File: src/rtl/mem_ctrl_pkg.sv
// Shared definitions for the MEM-stage controller: opcodes, FSM states,
// access sizes and the memory-op decoder.
package mem_ctrl_pkg;

  localparam logic [5:0] OP_LW  = 6'b100011;
  localparam logic [5:0] OP_LB  = 6'b100000;
  localparam logic [5:0] OP_LBU = 6'b100100;
  localparam logic [5:0] OP_LH  = 6'b100001;
  localparam logic [5:0] OP_LHU = 6'b100101;
  localparam logic [5:0] OP_SW  = 6'b101011;
  localparam logic [5:0] OP_SB  = 6'b101000;
  localparam logic [5:0] OP_SH  = 6'b101001;
  localparam logic [5:0] OP_BEQ = 6'b000100;
  localparam logic [5:0] OP_BNE = 6'b000101;
  localparam logic [5:0] OP_J   = 6'b000010;
  localparam logic [5:0] OP_JAL = 6'b000011;

  typedef enum logic [1:0] {IDLE, ACCESS, ERR} state_t;
  typedef enum logic [1:0] {BYTE, HALF, WORD} size_t;

  typedef struct packed {
    logic  is_mem;
    logic  is_load;
    logic  sign_ext;
    size_t size;
  } mem_op_t;

  // Sub-word opcodes only count as memory ops when subword decoding is enabled.
  function automatic mem_op_t decode_mem(input logic [5:0] op, input logic subword);
    mem_op_t d;
    d = '{is_mem: 1'b0, is_load: 1'b0, sign_ext: 1'b0, size: WORD};
    case (op)
      OP_LW:  begin d.is_mem = 1'b1; d.is_load = 1'b1; end
      OP_SW:  d.is_mem = 1'b1;
      OP_LB:  begin d.is_mem = subword; d.is_load = 1'b1; d.sign_ext = 1'b1; d.size = BYTE; end
      OP_LBU: begin d.is_mem = subword; d.is_load = 1'b1; d.size = BYTE; end
      OP_LH:  begin d.is_mem = subword; d.is_load = 1'b1; d.sign_ext = 1'b1; d.size = HALF; end
      OP_LHU: begin d.is_mem = subword; d.is_load = 1'b1; d.size = HALF; end
      OP_SB:  begin d.is_mem = subword; d.size = BYTE; end
      OP_SH:  begin d.is_mem = subword; d.size = HALF; end
      default: ;
    endcase
    return d;
  endfunction

  // Word needs both low bits clear, half needs bit 0 clear, byte always fits.
  function automatic logic is_aligned(input size_t size, input logic [1:0] lo);
    logic ok;
    case (size)
      WORD:    ok = (lo == 2'b00);
      HALF:    ok = ~lo[0];
      default: ok = 1'b1;
    endcase
    return ok;
  endfunction

endpackage

File: src/rtl/load_align.sv
// Selects the addressed byte/half lane of a read word and extends it.
module load_align
  import mem_ctrl_pkg::*;
(
  input  logic [31:0] rdata,
  input  logic [1:0]  addr,
  input  size_t       size,
  input  logic        sign_ext,
  output logic [31:0] result
);

  logic [7:0]  byte_v;
  logic [15:0] half_v;

  // Lane select, then sign or zero extension by access size.
  always_comb begin
    case (addr)
      2'd0:    byte_v = rdata[7:0];
      2'd1:    byte_v = rdata[15:8];
      2'd2:    byte_v = rdata[23:16];
      default: byte_v = rdata[31:24];
    endcase
    half_v = addr[1] ? rdata[31:16] : rdata[15:0];
    case (size)
      BYTE:    result = {{24{sign_ext & byte_v[7]}}, byte_v};
      HALF:    result = {{16{sign_ext & half_v[15]}}, half_v};
      default: result = rdata;
    endcase
  end

endmodule

File: src/rtl/mem_stage_ctrl.sv
// MEM-stage controller: decodes the instruction, checks alignment, runs one
// memory access per op with a bounded wait, and returns aligned load data.
//
// Memory handshake: mem_req is high for the whole ACCESS state with
// mem_we/mem_be/mem_addr/mem_wdata held stable; the access completes in the
// first cycle mem_ack is sampled high while mem_req is high (mem_rdata valid
// in that cycle). mem_ack outside ACCESS is ignored.
module mem_stage_ctrl
  import mem_ctrl_pkg::*;
#(
  parameter int ADDR_W      = 32,
  parameter int TIMEOUT_CYC = 16,
  parameter int SUBWORD_EN  = 1
) (
  input  logic              clk,
  input  logic              reset,
  input  logic              inst_valid,
  input  logic [31:0]       Inst,
  input  logic [ADDR_W-1:0] Addr,
  input  logic [31:0]       WrData,
  output logic              mem_req,
  output logic              mem_we,
  output logic [3:0]        mem_be,
  output logic [ADDR_W-1:0] mem_addr,
  output logic [31:0]       mem_wdata,
  input  logic              mem_ack,
  input  logic [31:0]       mem_rdata,
  output logic [31:0]       RdData,
  output logic              rd_valid,
  output logic              Stall,
  output logic              AddrErr,
  output logic              Timeout,
  output logic              Jump,
  output logic              Branch
);

  localparam logic [7:0] WAIT_LIMIT = 8'(TIMEOUT_CYC - 1);

  state_t      state;
  logic [7:0]  wait_cnt;
  mem_op_t     dec;
  logic        aligned, start, misalign;
  logic [3:0]  be_next;
  logic [31:0] wdata_next;
  size_t       lat_size;
  logic        lat_sign, lat_load;
  logic [1:0]  lat_lo;
  logic [31:0] load_res;
  logic        unused_inst;

  assign unused_inst = ^Inst[25:0];

  // Control-flow decode is independent of the FSM and of inst_valid.
  assign Jump   = (Inst[31:26] == OP_J)   | (Inst[31:26] == OP_JAL);
  assign Branch = (Inst[31:26] == OP_BEQ) | (Inst[31:26] == OP_BNE);

  // Memory-op decode and alignment check for the incoming instruction.
  always_comb begin
    dec      = decode_mem(Inst[31:26], SUBWORD_EN != 0);
    aligned  = is_aligned(dec.size, Addr[1:0]);
    start    = (state == IDLE) & inst_valid & dec.is_mem & aligned;
    misalign = (state == IDLE) & inst_valid & dec.is_mem & ~aligned;
  end

  assign Stall = start | ((state == ACCESS) & ~mem_ack);

  // Byte enables and lane-replicated write data for the access size.
  always_comb begin
    be_next    = 4'b1111;
    wdata_next = WrData;
    case (dec.size)
      BYTE: begin
        be_next    = 4'b0001 << Addr[1:0];
        wdata_next = {4{WrData[7:0]}};
      end
      HALF: begin
        be_next    = Addr[1] ? 4'b1100 : 4'b0011;
        wdata_next = {2{WrData[15:0]}};
      end
      default: ;
    endcase
  end

  load_align u_load_align (
    .rdata    (mem_rdata),
    .addr     (lat_lo),
    .size     (lat_size),
    .sign_ext (lat_sign),
    .result   (load_res)
  );

  // Access FSM with registered request, result and pulse outputs.
  always_ff @(posedge clk or posedge reset) begin
    if (reset) begin
      state     <= IDLE;
      wait_cnt  <= 8'd0;
      mem_req   <= 1'b0;
      mem_we    <= 1'b0;
      mem_be    <= 4'b0000;
      mem_addr  <= '0;
      mem_wdata <= 32'd0;
      RdData    <= 32'd0;
      rd_valid  <= 1'b0;
      AddrErr   <= 1'b0;
      Timeout   <= 1'b0;
      lat_size  <= WORD;
      lat_sign  <= 1'b0;
      lat_load  <= 1'b0;
      lat_lo    <= 2'b00;
    end else begin
      rd_valid <= 1'b0;
      AddrErr  <= 1'b0;
      Timeout  <= 1'b0;
      case (state)
        IDLE: begin
          if (start) begin
            state     <= ACCESS;
            wait_cnt  <= 8'd0;
            mem_req   <= 1'b1;
            mem_we    <= ~dec.is_load;
            mem_be    <= be_next;
            mem_addr  <= {Addr[ADDR_W-1:2], 2'b00};
            mem_wdata <= wdata_next;
            lat_size  <= dec.size;
            lat_sign  <= dec.sign_ext;
            lat_load  <= dec.is_load;
            lat_lo    <= Addr[1:0];
          end else if (misalign) begin
            AddrErr <= 1'b1;
          end
        end
        ACCESS: begin
          if (mem_ack) begin
            state   <= IDLE;
            mem_req <= 1'b0;
            if (lat_load) begin
              RdData   <= load_res;
              rd_valid <= 1'b1;
            end
          end else if (wait_cnt == WAIT_LIMIT) begin
            state   <= ERR;
            mem_req <= 1'b0;
            Timeout <= 1'b1;
          end else begin
            wait_cnt <= wait_cnt + 8'd1;
          end
        end
        default: state <= IDLE;
      endcase
    end
  end

endmodule

File: config.mk
export PLATFORM = sky130hd
export DESIGN_NAME = mem_stage_ctrl
export DESIGN_NICKNAME = d
export VERILOG_FILES = /design/src/rtl/mem_ctrl_pkg.sv /design/src/rtl/load_align.sv /design/src/rtl/mem_stage_ctrl.sv
export SDC_FILE = /design/constraint.sdc
export NUM_CORES = 1
export LEC_CHECK = 0
export CORE_MARGIN = 4
export CORE_UTILIZATION = 45
export DETAILED_ROUTE_END_ITERATION = 10
export HOLD_SLACK_MARGIN = 0.03
export PLACE_DENSITY = 0.82
export RECOVER_POWER = 100
export SYNTH_ARGS = -nofsm -noshare
export SYNTH_HDL_FRONTEND = slang
export SYNTH_HIERARCHICAL = 1
export SYNTH_SLANG_ARGS = --single-unit
File: constraint.sdc
create_clock -name clk -period 4.58 [get_ports clk]
set_clock_uncertainty 0.15 [all_clocks]
set_input_delay 0.916 -clock clk [delete_from_list [all_inputs] [get_ports clk]]
set_output_delay 0.916 -clock clk [all_outputs]
set_load 0.02 [all_outputs]
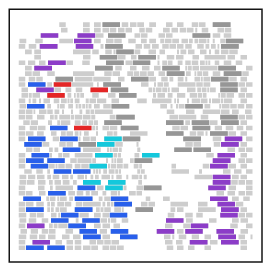
Fig. 1. Sequential cells coloured by netlist name.
Drawn at 2 px/µm. Other sequential cells in the stronger grey, the rest of the logic in the fainter grey.
mem_addr: in purple, flops 30, where all over the die. mem_wdata: in blue, flops 32. wait_cnt: in cyan, flops 8, where middle. mem_be: in red, flops 4.
Another 45 sequential cells are not coloured.
sequential cell area share: 0.338
Flop area: 2980 µm²

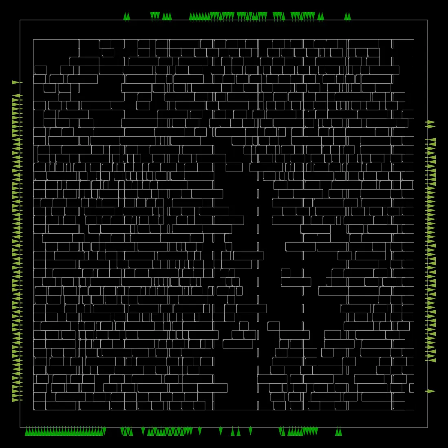
Fig. 2. Placed standard cells.
utilization after layout: 0.658
FP Rows: 42
Non-Filler Instances: 893
# Taps: 176

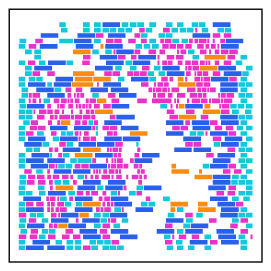
Fig. 3. Placement by cell class.
Drawn at 2 px/µm.
all other logic: in magenta, cells 346, share of their area 32%. flops: in blue, cells 119, share of their area 35%. other buffers and delay cells: in cyan, cells 220, share of their area 25%. clock drivers and dummy loads: in orange, cells 32, share of their area 7.4%.
core area: 13,400 µm²
final instance area: 8820 µm²

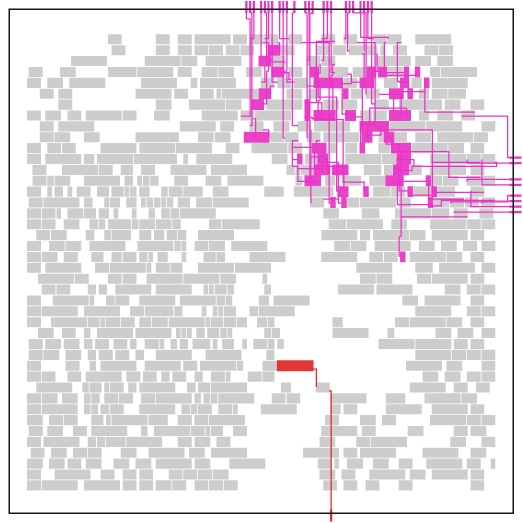
Fig. 4. Nets reached from selected ports.
Drawn at 4 px/µm.
mem_rdata: in magenta, direction input, end cells 58, buffers 32, wire 1,330 µm. Timeout: in red, direction output, end cells 1, buffers 1, wire 35.9 µm.
PortBufs: 211
# IOs: 240

==> CHANGELOG.md <==
## Flow update

- Status: finished with violations
- Failing checks: max-capacitance violations, max-slew violations
- Arrival @ worst endpoint: 3.07 ns
- Number of global-route vias before repair: 5,284
- Commonest cells in the synthesized netlist: 118 x dfrtp_1, 51 x mux2_2, 43 x mux2_4, 36 x nand2_1
- WHS Endpoint: mem_addr[12]
- Top cells, area: dfrtp_1 47%, mux2_4 10%, mux2_2 9.2%
- Yosys chip area: 6230 µm²
- Critical-path maximum fanout: 8
- Comb pwr share: 0.267
- Buffers outside the clock class: 220
- Mapped cell area: 6230 µm²
- WL final: 17,100 µm
- Max cap viols: 2
- First-pass GRT wire length: 27,200 µm
- Die Ht: 126 µm
- VDD IR max: 0.272 mV
- # Cells Yosys: 504
- Overflow after GRT: 0
- Clk sinks: 119
- Non-CTS inverters: 15
- WHS: 0.327 ns
- Critical-path cell list: dlygate4sd3_1 -> a21o_1 -> o21ai_2 -> nand3_1 -> nand2_1 -> dlygate4sd3_1
- Logic area: 2740 µm²
- Final Max Tran Viols: 99
- Reg-to-Reg End: mem_addr[2]
- Final worst slack: 0.445 ns
- CTS root buf: clkbuf_16
- Most numerous logic cell after layout: dfrtp_1
- Max frequency: 0.242 GHz
- Clock power frac: 0.375
- Iter 0 DRT Violations: 404
- CP Launch Type: primary input
- Final clock period utilization by the worst path: 0.903
[power groups by stage]
stage          clock network, mW  registers [mW]  logic (mW)
3_5_place_dp                   0            1.37        1.12
6_report                    1.40            1.34       0.997
3_3_place_gp                   0            1.36        1.10
2_1_floorplan                  0            1.50       0.481
4_1_cts                     1.42            1.35        1.13
5_1_grt                     1.47            1.37        1.07
[metal layers]
metal  up-vias  wire length [µm]  global-route usage
met2       246              8560               0.362
li1       2271                 -                   -
met5         -                 0                   0
met3        24              1700              0.0771
met1      2484              6570               0.255
met4         0               261              0.0676
[state kept, by name, summed over array words and instances (netlist names), 2 cells and up]
| signal | cells |
|---|---|
| lat_lo | 2 |
| RdData | 32 |
| lat_size | 2 |
| wait_cnt | 8 |
| mem_wdata | 32 |
| mem_be | 4 |
| mem_addr | 30 |
| state | 2 |
Power figures rest on the tool's default switching activity, not on a simulated workload.
